`src/rtl/pipelined_control_unit_if.sv`:
```
// Control-unit bus: decode-stage instruction and EX zero flag in, per-stage control,
// hazard and forwarding selects out.
interface pipelined_control_unit_if #(
  parameter int unsigned INSTR_WIDTH    = 32,
  parameter int unsigned REG_ADDR_WIDTH = 5
);
  logic [INSTR_WIDTH-1:0]    instr_i;
  logic                      zero_i;
  logic [2:0]                ImmSrcD_o;
  logic [2:0]                ALUControlE_o;
  logic                      ALUSrcE_o;
  logic                      PCSrcE_o;
  logic                      PCSrcRegE_o;
  logic                      MemWriteM_o;
  logic                      ByteOpM_o;
  logic [1:0]                ResultSrcW_o;
  logic                      RegWriteW_o;
  logic [REG_ADDR_WIDTH-1:0] RdW_o;
  logic                      StallF_o;
  logic                      StallD_o;
  logic                      FlushD_o;
  logic                      FlushE_o;
  logic [1:0]                ForwardAE_o;
  logic [1:0]                ForwardBE_o;

  modport master (
    output instr_i, zero_i,
    input  ImmSrcD_o, ALUControlE_o, ALUSrcE_o, PCSrcE_o, PCSrcRegE_o, MemWriteM_o,
           ByteOpM_o, ResultSrcW_o, RegWriteW_o, RdW_o, StallF_o, StallD_o, FlushD_o,
           FlushE_o, ForwardAE_o, ForwardBE_o
  );

  modport slave (
    input  instr_i, zero_i,
    output ImmSrcD_o, ALUControlE_o, ALUSrcE_o, PCSrcE_o, PCSrcRegE_o, MemWriteM_o,
           ByteOpM_o, ResultSrcW_o, RegWriteW_o, RdW_o, StallF_o, StallD_o, FlushD_o,
           FlushE_o, ForwardAE_o, ForwardBE_o
  );
endinterface

```
`src/rtl/pipelined_control_unit.sv`:
```
// RV32I 5-stage control unit: decode, D->E->M->W control registers, load-use stall,
// branch/jump flush and EX operand forwarding selects.
module pipelined_control_unit #(
  parameter int unsigned INSTR_WIDTH    = 32,
  parameter int unsigned REG_ADDR_WIDTH = 5,
  parameter bit          BYTE_OP_EN     = 1'b1
) (
  input logic                   clk,
  input logic                   rst,
  pipelined_control_unit_if.slave cu
);
  localparam logic [6:0] OpR     = 7'b0110011;
  localparam logic [6:0] OpIAlu  = 7'b0010011;
  localparam logic [6:0] OpLoad  = 7'b0000011;
  localparam logic [6:0] OpStore = 7'b0100011;
  localparam logic [6:0] OpBr    = 7'b1100011;
  localparam logic [6:0] OpJal   = 7'b1101111;
  localparam logic [6:0] OpJalr  = 7'b1100111;
  localparam logic [6:0] OpLui   = 7'b0110111;

  localparam logic [2:0] AluAdd = 3'b000;
  localparam logic [2:0] AluSub = 3'b001;
  localparam logic [2:0] AluAnd = 3'b010;
  localparam logic [2:0] AluOr  = 3'b011;
  localparam logic [2:0] AluSlt = 3'b101;

  typedef logic [REG_ADDR_WIDTH-1:0] reg_addr_t;

  logic [6:0] opcode;
  logic [2:0] funct3;
  logic       funct7_b5;
  logic       unused_instr;

  assign opcode       = cu.instr_i[6:0];
  assign funct3       = cu.instr_i[14:12];
  assign funct7_b5    = cu.instr_i[30];
  assign unused_instr = ^{cu.instr_i[INSTR_WIDTH-1:31], cu.instr_i[29:25]};

  function automatic logic [2:0] alu_from_funct3(input logic [2:0] f3);
    case (f3)
      3'b110:  return AluOr;
      3'b111:  return AluAnd;
      3'b010:  return AluSlt;
      default: return AluAdd;
    endcase
  endfunction

  // Decode stage
  logic       reg_write_d, mem_write_d, byte_op_d, alu_src_d, branch_d, jump_d, jalr_d;
  logic [1:0] result_src_d;
  logic [2:0] alu_ctrl_d, imm_src_d;
  reg_addr_t  rd_d, rs1_d, rs2_d;

  always_comb begin
    reg_write_d  = 1'b0;
    mem_write_d  = 1'b0;
    byte_op_d    = 1'b0;
    alu_src_d    = 1'b0;
    branch_d     = 1'b0;
    jump_d       = 1'b0;
    jalr_d       = 1'b0;
    result_src_d = 2'b00;
    alu_ctrl_d   = AluAdd;
    imm_src_d    = 3'b000;
    rd_d         = cu.instr_i[7 +: REG_ADDR_WIDTH];
    rs1_d        = cu.instr_i[15 +: REG_ADDR_WIDTH];
    rs2_d        = cu.instr_i[20 +: REG_ADDR_WIDTH];
    case (opcode)
      OpR: begin
        reg_write_d = 1'b1;
        alu_ctrl_d  = funct7_b5 ? AluSub : alu_from_funct3(funct3);
      end
      OpIAlu: begin
        reg_write_d = 1'b1;
        alu_src_d   = 1'b1;
        alu_ctrl_d  = alu_from_funct3(funct3);
      end
      OpLoad: begin
        reg_write_d  = 1'b1;
        alu_src_d    = 1'b1;
        result_src_d = 2'b01;
        byte_op_d    = BYTE_OP_EN && (funct3 == 3'b100);
      end
      OpStore: begin
        mem_write_d = 1'b1;
        alu_src_d   = 1'b1;
        imm_src_d   = 3'b001;
        byte_op_d   = BYTE_OP_EN && (funct3 == 3'b000);
      end
      OpBr: begin
        // Only beq/bne are implemented; other branch encodings become bubbles.
        if (funct3[2:1] == 2'b00) begin
          branch_d   = 1'b1;
          alu_ctrl_d = AluSub;
          imm_src_d  = 3'b010;
        end
      end
      OpJal: begin
        reg_write_d  = 1'b1;
        jump_d       = 1'b1;
        result_src_d = 2'b10;
        imm_src_d    = 3'b011;
      end
      OpJalr: begin
        reg_write_d  = 1'b1;
        jump_d       = 1'b1;
        jalr_d       = 1'b1;
        alu_src_d    = 1'b1;
        result_src_d = 2'b10;
      end
      OpLui: begin
        // lui computes x0 + imm; its rs1 field is immediate bits, not a source.
        reg_write_d = 1'b1;
        alu_src_d   = 1'b1;
        imm_src_d   = 3'b100;
        rs1_d       = '0;
      end
      default: ;
    endcase
  end

  // Execute stage
  logic       reg_write_e, mem_write_e, byte_op_e, alu_src_e, branch_e, jump_e, jalr_e;
  logic       funct3_b0_e;
  logic [1:0] result_src_e;
  logic [2:0] alu_ctrl_e;
  reg_addr_t  rd_e, rs1_e, rs2_e;

  // Memory and writeback stages
  logic       reg_write_m, mem_write_m, byte_op_m, reg_write_w;
  logic [1:0] result_src_m, result_src_w;
  reg_addr_t  rd_m, rd_w;

  logic pc_src_e, lw_stall, flush_e;

  assign pc_src_e = jump_e | (branch_e & (cu.zero_i ^ funct3_b0_e));
  assign lw_stall = (result_src_e == 2'b01) && (rd_e != '0) &&
                    ((rd_e == rs1_d) || (rd_e == rs2_d));
  assign flush_e  = lw_stall | pc_src_e;

  always_ff @(posedge clk) begin
    if (rst || flush_e) begin
      reg_write_e  <= 1'b0;
      mem_write_e  <= 1'b0;
      byte_op_e    <= 1'b0;
      alu_src_e    <= 1'b0;
      branch_e     <= 1'b0;
      jump_e       <= 1'b0;
      jalr_e       <= 1'b0;
      funct3_b0_e  <= 1'b0;
      result_src_e <= 2'b00;
      alu_ctrl_e   <= 3'b000;
      rd_e         <= '0;
      rs1_e        <= '0;
      rs2_e        <= '0;
    end else begin
      reg_write_e  <= reg_write_d;
      mem_write_e  <= mem_write_d;
      byte_op_e    <= byte_op_d;
      alu_src_e    <= alu_src_d;
      branch_e     <= branch_d;
      jump_e       <= jump_d;
      jalr_e       <= jalr_d;
      funct3_b0_e  <= funct3[0];
      result_src_e <= result_src_d;
      alu_ctrl_e   <= alu_ctrl_d;
      rd_e         <= rd_d;
      rs1_e        <= rs1_d;
      rs2_e        <= rs2_d;
    end
  end

  always_ff @(posedge clk) begin
    if (rst) begin
      reg_write_m  <= 1'b0;
      mem_write_m  <= 1'b0;
      byte_op_m    <= 1'b0;
      result_src_m <= 2'b00;
      rd_m         <= '0;
      reg_write_w  <= 1'b0;
      result_src_w <= 2'b00;
      rd_w         <= '0;
    end else begin
      reg_write_m  <= reg_write_e;
      mem_write_m  <= mem_write_e;
      byte_op_m    <= byte_op_e;
      result_src_m <= result_src_e;
      rd_m         <= rd_e;
      reg_write_w  <= reg_write_m;
      result_src_w <= result_src_m;
      rd_w         <= rd_m;
    end
  end

  function automatic logic [1:0] fwd_sel(input reg_addr_t rs);
    if (reg_write_m && (rd_m != '0) && (rd_m == rs)) return 2'b10;
    if (reg_write_w && (rd_w != '0) && (rd_w == rs)) return 2'b01;
    return 2'b00;
  endfunction

  always_comb begin
    cu.ImmSrcD_o     = imm_src_d;
    cu.ALUControlE_o = alu_ctrl_e;
    cu.ALUSrcE_o     = alu_src_e;
    cu.PCSrcE_o      = pc_src_e;
    cu.PCSrcRegE_o   = jalr_e;
    cu.MemWriteM_o   = mem_write_m;
    cu.ByteOpM_o     = BYTE_OP_EN ? byte_op_m : 1'b0;
    cu.ResultSrcW_o  = result_src_w;
    cu.RegWriteW_o   = reg_write_w;
    cu.RdW_o         = rd_w;
    cu.StallF_o      = lw_stall;
    cu.StallD_o      = lw_stall;
    cu.FlushD_o      = pc_src_e;
    cu.FlushE_o      = flush_e;
    cu.ForwardAE_o   = fwd_sel(rs1_e);
    cu.ForwardBE_o   = fwd_sel(rs2_e);
  end
endmodule
```
`src/flat_wrapper.sv`:
```
// flat-port wrapper written by rule: the top's interface ports become plain ports
module pipelined_control_unit_flat 
#(
  parameter int unsigned INSTR_WIDTH    = 32,
  parameter int unsigned REG_ADDR_WIDTH = 5,
  parameter bit          BYTE_OP_EN     = 1'b1
)
  (clk, rst, cu_instr_i, cu_zero_i, cu_ImmSrcD_o, cu_ALUControlE_o, cu_ALUSrcE_o, cu_PCSrcE_o, cu_PCSrcRegE_o, cu_MemWriteM_o, cu_ByteOpM_o, cu_ResultSrcW_o, cu_RegWriteW_o, cu_RdW_o, cu_StallF_o, cu_StallD_o, cu_FlushD_o, cu_FlushE_o, cu_ForwardAE_o, cu_ForwardBE_o);
  pipelined_control_unit_if #(.INSTR_WIDTH(INSTR_WIDTH), .REG_ADDR_WIDTH(REG_ADDR_WIDTH)) cu_i ();
  input logic clk;
  input logic rst;
  input wire logic [$bits(cu_i.instr_i)-1:0] cu_instr_i;
  input wire logic [$bits(cu_i.zero_i)-1:0] cu_zero_i;
  output wire logic [$bits(cu_i.ImmSrcD_o)-1:0] cu_ImmSrcD_o;
  output wire logic [$bits(cu_i.ALUControlE_o)-1:0] cu_ALUControlE_o;
  output wire logic [$bits(cu_i.ALUSrcE_o)-1:0] cu_ALUSrcE_o;
  output wire logic [$bits(cu_i.PCSrcE_o)-1:0] cu_PCSrcE_o;
  output wire logic [$bits(cu_i.PCSrcRegE_o)-1:0] cu_PCSrcRegE_o;
  output wire logic [$bits(cu_i.MemWriteM_o)-1:0] cu_MemWriteM_o;
  output wire logic [$bits(cu_i.ByteOpM_o)-1:0] cu_ByteOpM_o;
  output wire logic [$bits(cu_i.ResultSrcW_o)-1:0] cu_ResultSrcW_o;
  output wire logic [$bits(cu_i.RegWriteW_o)-1:0] cu_RegWriteW_o;
  output wire logic [$bits(cu_i.RdW_o)-1:0] cu_RdW_o;
  output wire logic [$bits(cu_i.StallF_o)-1:0] cu_StallF_o;
  output wire logic [$bits(cu_i.StallD_o)-1:0] cu_StallD_o;
  output wire logic [$bits(cu_i.FlushD_o)-1:0] cu_FlushD_o;
  output wire logic [$bits(cu_i.FlushE_o)-1:0] cu_FlushE_o;
  output wire logic [$bits(cu_i.ForwardAE_o)-1:0] cu_ForwardAE_o;
  output wire logic [$bits(cu_i.ForwardBE_o)-1:0] cu_ForwardBE_o;
  assign cu_i.instr_i = cu_instr_i;
  assign cu_i.zero_i = cu_zero_i;
  assign cu_ImmSrcD_o = cu_i.ImmSrcD_o;
  assign cu_ALUControlE_o = cu_i.ALUControlE_o;
  assign cu_ALUSrcE_o = cu_i.ALUSrcE_o;
  assign cu_PCSrcE_o = cu_i.PCSrcE_o;
  assign cu_PCSrcRegE_o = cu_i.PCSrcRegE_o;
  assign cu_MemWriteM_o = cu_i.MemWriteM_o;
  assign cu_ByteOpM_o = cu_i.ByteOpM_o;
  assign cu_ResultSrcW_o = cu_i.ResultSrcW_o;
  assign cu_RegWriteW_o = cu_i.RegWriteW_o;
  assign cu_RdW_o = cu_i.RdW_o;
  assign cu_StallF_o = cu_i.StallF_o;
  assign cu_StallD_o = cu_i.StallD_o;
  assign cu_FlushD_o = cu_i.FlushD_o;
  assign cu_FlushE_o = cu_i.FlushE_o;
  assign cu_ForwardAE_o = cu_i.ForwardAE_o;
  assign cu_ForwardBE_o = cu_i.ForwardBE_o;
  pipelined_control_unit #(.INSTR_WIDTH(INSTR_WIDTH), .REG_ADDR_WIDTH(REG_ADDR_WIDTH), .BYTE_OP_EN(BYTE_OP_EN)) u_core (.clk(clk), .rst(rst), .cu(cu_i));
endmodule
```
`config.mk`:
```
export PLATFORM = sky130hd
export DESIGN_NAME = pipelined_control_unit_flat
export DESIGN_NICKNAME = d
export VERILOG_FILES = /design/src/rtl/pipelined_control_unit_if.sv /design/src/rtl/pipelined_control_unit.sv /design/src/flat_wrapper.sv
export SDC_FILE = /design/constraint.sdc
export NUM_CORES = 1
export LEC_CHECK = 0
export ABC_AREA = 0
export CORE_MARGIN = 3
export CORE_UTILIZATION = 46
export CTS_CLUSTER_DIAMETER = 100
export DETAILED_ROUTE_END_ITERATION = 7
export PLACE_DENSITY = 0.76
export SYNTH_ARGS = -nofsm -noshare
export SYNTH_HDL_FRONTEND = slang
export SYNTH_SLANG_ARGS = --single-unit
```
`constraint.sdc`:
```
create_clock -name clk -period 4.3 [get_ports clk]
set_input_delay 1.29 -clock clk [delete_from_list [all_inputs] [get_ports clk]]
set_output_delay 1.29 -clock clk [all_outputs]
set_load 0.01 [all_outputs]
```
==> impl_metrics.ini <==
; implementation run metrics
[global_routing]
global_route.usage.met1_pct = 21.8
global_route_usage_over_all_layers_pct = 17.1
grt_max_degree = 21
grt_first_pass_wirelength_um = 7110
overflow = 0
antenna_found_initial = 0

[finish]
area_growth_syn_to_layout_pct = 38.8
antenna_cells_inserted = 0
nets = 309

[place]
dpl.cell_count = 317
port_buffers = 55
gp_routability_congestion = 0.884
post_dp_cell_area_sq_um = 2730

[logic_synthesis]
syn_nets = 236
synth.cellmix.compoundShare_pct = 10.2
yosys.area_share.simple_pct = 27.8
ys.flop_type = sky130_fd_sc_hd__dfxtp_1
synth.mux.area_fraction_pct = 0
postSynthRegisterBits = 46
synth_stat.cells = 201
postSynthSeqShare_pct = 45.3
top_cells_by_area = sky130_fd_sc_hd__dfxtp_1 45%, sky130_fd_sc_hd__xor2_1 6.9%, sky130_fd_sc_hd__xnor2_1 4.7%, sky130_fd_sc_hd__nor2b_1 4.6%, sky130_fd_sc_hd__and2_1 4.0%
cell_taking_the_most_area_after_synthesis = sky130_fd_sc_hd__dfxtp_1
yosys-top-cells-count = 46 x sky130_fd_sc_hd__dfxtp_1, 16 x sky130_fd_sc_hd__xor2_1, 15 x sky130_fd_sc_hd__nor2b_1
asyncSetResetFlopFracSynth_pct = 0
ys_sh_xor_pct = 11.6
logic_family = simple AND/OR/NAND/NOR gates
synthAdderAreaFrac_pct = 0
syn-mean-instance-area_sq_um = 10.1
ys_types = 43
netlist_area_sq_um = 2030

[power_and_ir_drop]
power_top_consumer = registers
total_leakage_power_nw = 1.26
p_int_mw = 0.611
comb_power_share_pct = 12.6
power_combinational_mw = 0.102
pg_clk_mw = 0.257
seq_power_share_pct = 55.6
switching_power_mw = 0.199
design_power_total_mw = 0.809
netSwitchingFraction_pct = 24.5
max-vdd-ir-drop_mv = 0.179
clock_power_share_pct = 31.8

[timing]
setup_viol = 0
grt_setup_unrepaired = no
fmaxAchievable_mhz = 237
final_hold_viol_count = 0
slew_headroom_pct = 53.0
final_min_period_over_clock_period_pct = 98.0
clock_skew_ps = 9.70
post-route-min-period_ps = 4210

[clocking]
cts.path.max_buffers = 2
cts_root_buf = sky130_fd_sc_hd__clkbuf_8
cts_made_buffers = 5
cts_tree = done
cts_hold_buffers = 0
cts.reportedPaths.clkPinSlew_ps = 80
cts_setup_buffers = 0

[setup_path]
cp_num_cells = 6
required_ps = 3010
critical-path-max-stage-delay_ps = 440
worst-endpoint-arrival_ps = 2920
worst-setup-path-type = input pin to output port
crit_path_end_kind = output port
timing.critical_path.slowest_stage_cell = sky130_fd_sc_hd__clkdlybuf4s50_1
path_delay_family = simple AND/OR/NAND/NOR gates
critical_path.cell_chain = clkdlybuf4s50_1 > or3_4 > a31o_4 > and3_4 > or2_1 > buf_2
regToRegStartpoint = u_core.rd_e[1]$_SDFF_PP0_
crit-reg2reg-capture = u_core.cu.PCSrcRegE_o$_SDFF_PP0_
ff2ff_path_depth = 6
critical_path.max_fanout = 3

[min_path]
hold_class = flip-flop to flip-flop
hp-start = u_core.result_src_m[0]$_SDFF_PP0_
holdPathEnd = u_core.cu.ResultSrcW_o[0]$_SDFF_PP0_
hold_path_depth = 1

[route]
drc = 0
drt.antenna.violating_nets = 0
routed_via_density = 5.07
detailedRoute.firstIterationViolations = 74

[floorplanning]
die_height_um = 72.4
boundaryPins = 62
die_width_um = 72.4
floorplan.die_area_sq_um = 5250

[flow_run]
number_of_violations_of_the_max_capacitance_limit = 0
warnings = 32

[status]
status = finished clean
## timing repair
item | in CTS | in global routing
setup endpoints to repair | 6 | 6
resized | 20 | 7
pin swaps | 1 | 2
endpoints found under the hold margin | 0 | 0
## placed cells by master, fill, tap and decap left out, types with 4 or more instances in the layout
cell	netlist	final
sky130_fd_sc_hd__and2_1	13	13
sky130_fd_sc_hd__and3_1	7	6
sky130_fd_sc_hd__buf_4	3	20
sky130_fd_sc_hd__clkbuf_8	0	5
sky130_fd_sc_hd__clkdlybuf4s50_1	0	43
sky130_fd_sc_hd__dfxtp_1	46	46
sky130_fd_sc_hd__dlygate4sd2_1	0	4
sky130_fd_sc_hd__dlymetal6s2s_1	0	4
sky130_fd_sc_hd__inv_1	9	9
sky130_fd_sc_hd__nand2_1	8	8
sky130_fd_sc_hd__nand3_1	5	5
sky130_fd_sc_hd__nor2_1	10	10
sky130_fd_sc_hd__nor2b_1	15	15
sky130_fd_sc_hd__nor4_1	10	10
sky130_fd_sc_hd__or4_1	6	6
sky130_fd_sc_hd__xnor2_1	11	11
sky130_fd_sc_hd__xor2_1	16	16
## per-layer routing
| metal | share of wire [%] | vias to the layer above |
|---|---|---|
| met3 | 6.1 | 4 |
| li1 | - | 831 |
| met5 | 0 | - |
| met2 | 48 | 63 |
| met1 | 45 | 750 |
| met4 | 1.2 | 0 |
## cell type report
class                      instances  area (sq um)
timing repair buffer              75           686
multi-input combinational        137          1030
clock buffer                       5          68.8
fill                             358          1300
clock inverter                     3          21.3
sequential                        46           921
inverter                           9          33.8
tap                               50          62.6
## per-stage QoR
step / hold WS, ps / worst slack, ps
floorplan: 414 / 121
detailed placement: 424 / -444
global placement: 418 / -430
finish: 441 / 85.1
global route: 466 / 54.9
CTS: 445 / 0.308
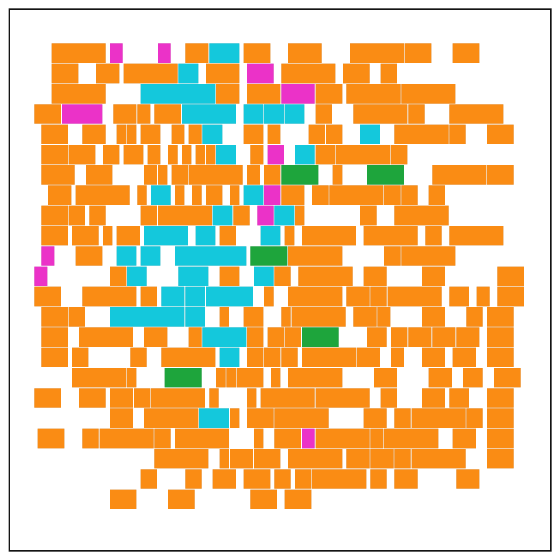
*Cells by drive strength*
[drive 3 to 4] cyan | cells: 32
[drive 2] magenta | cells: 11
[drive 6 and up] green | cells: 5
[drive 1 or less] orange | cells: 227
finished layout cell area: 2820 sq um
Buffers excl. clock: 75

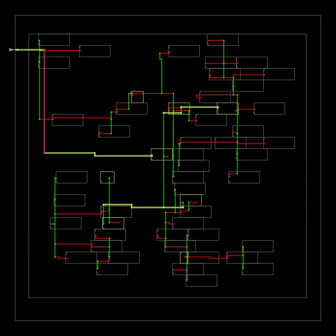
*The clock network*
clock latency reported for the late side of the worst-skew pair: 300 ps
CTS Sinks: 46

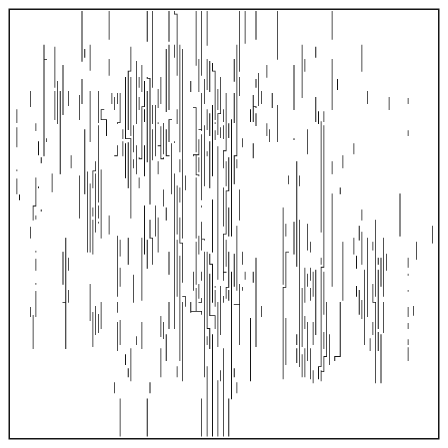
*Metal 2*
nets with wire on the layer: 261
longest straight run: 32.0 um
main direction: vertical
share of all routed wire: 48%
wire length on this layer: 2030 um
vias after detailed routing: 1648
Global Route met2 Usage: 28.9%
total routed wirelength: 4250 um

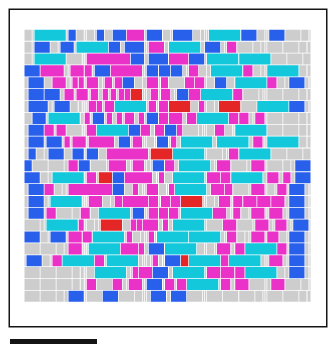
*Cells colored by class*
Scale bar: 20 um. Fill, decap, tap and diode cells in gray.
[all other logic] magenta | cells: 146
[other buffers and delay cells] blue | cells: 75
[clock drivers and dummy loads] red | cells: 8
[flip-flops] cyan | cells: 46
number of standard-cell rows in the floorplan: 23
placeable core region: 4120 sq um
final core utilization: 68.5%
flip-flop and latch share of the layout cell area: 32.7%

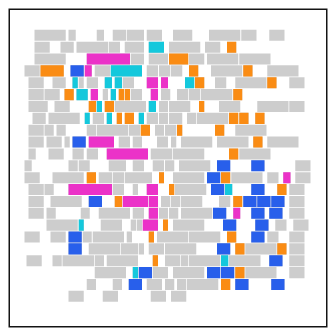
*Gate families picked out*
[NAND gates] cyan | cells: 17
[inverting AOI/OAI gates] magenta | cells: 16 | where: center
[XOR/XNOR gates] blue | cells: 27
[NOR gates] orange | cells: 39
Commonest Layout Cell: sky130_fd_sc_hd__dfxtp_1
Layout Cells excl Fill: 325

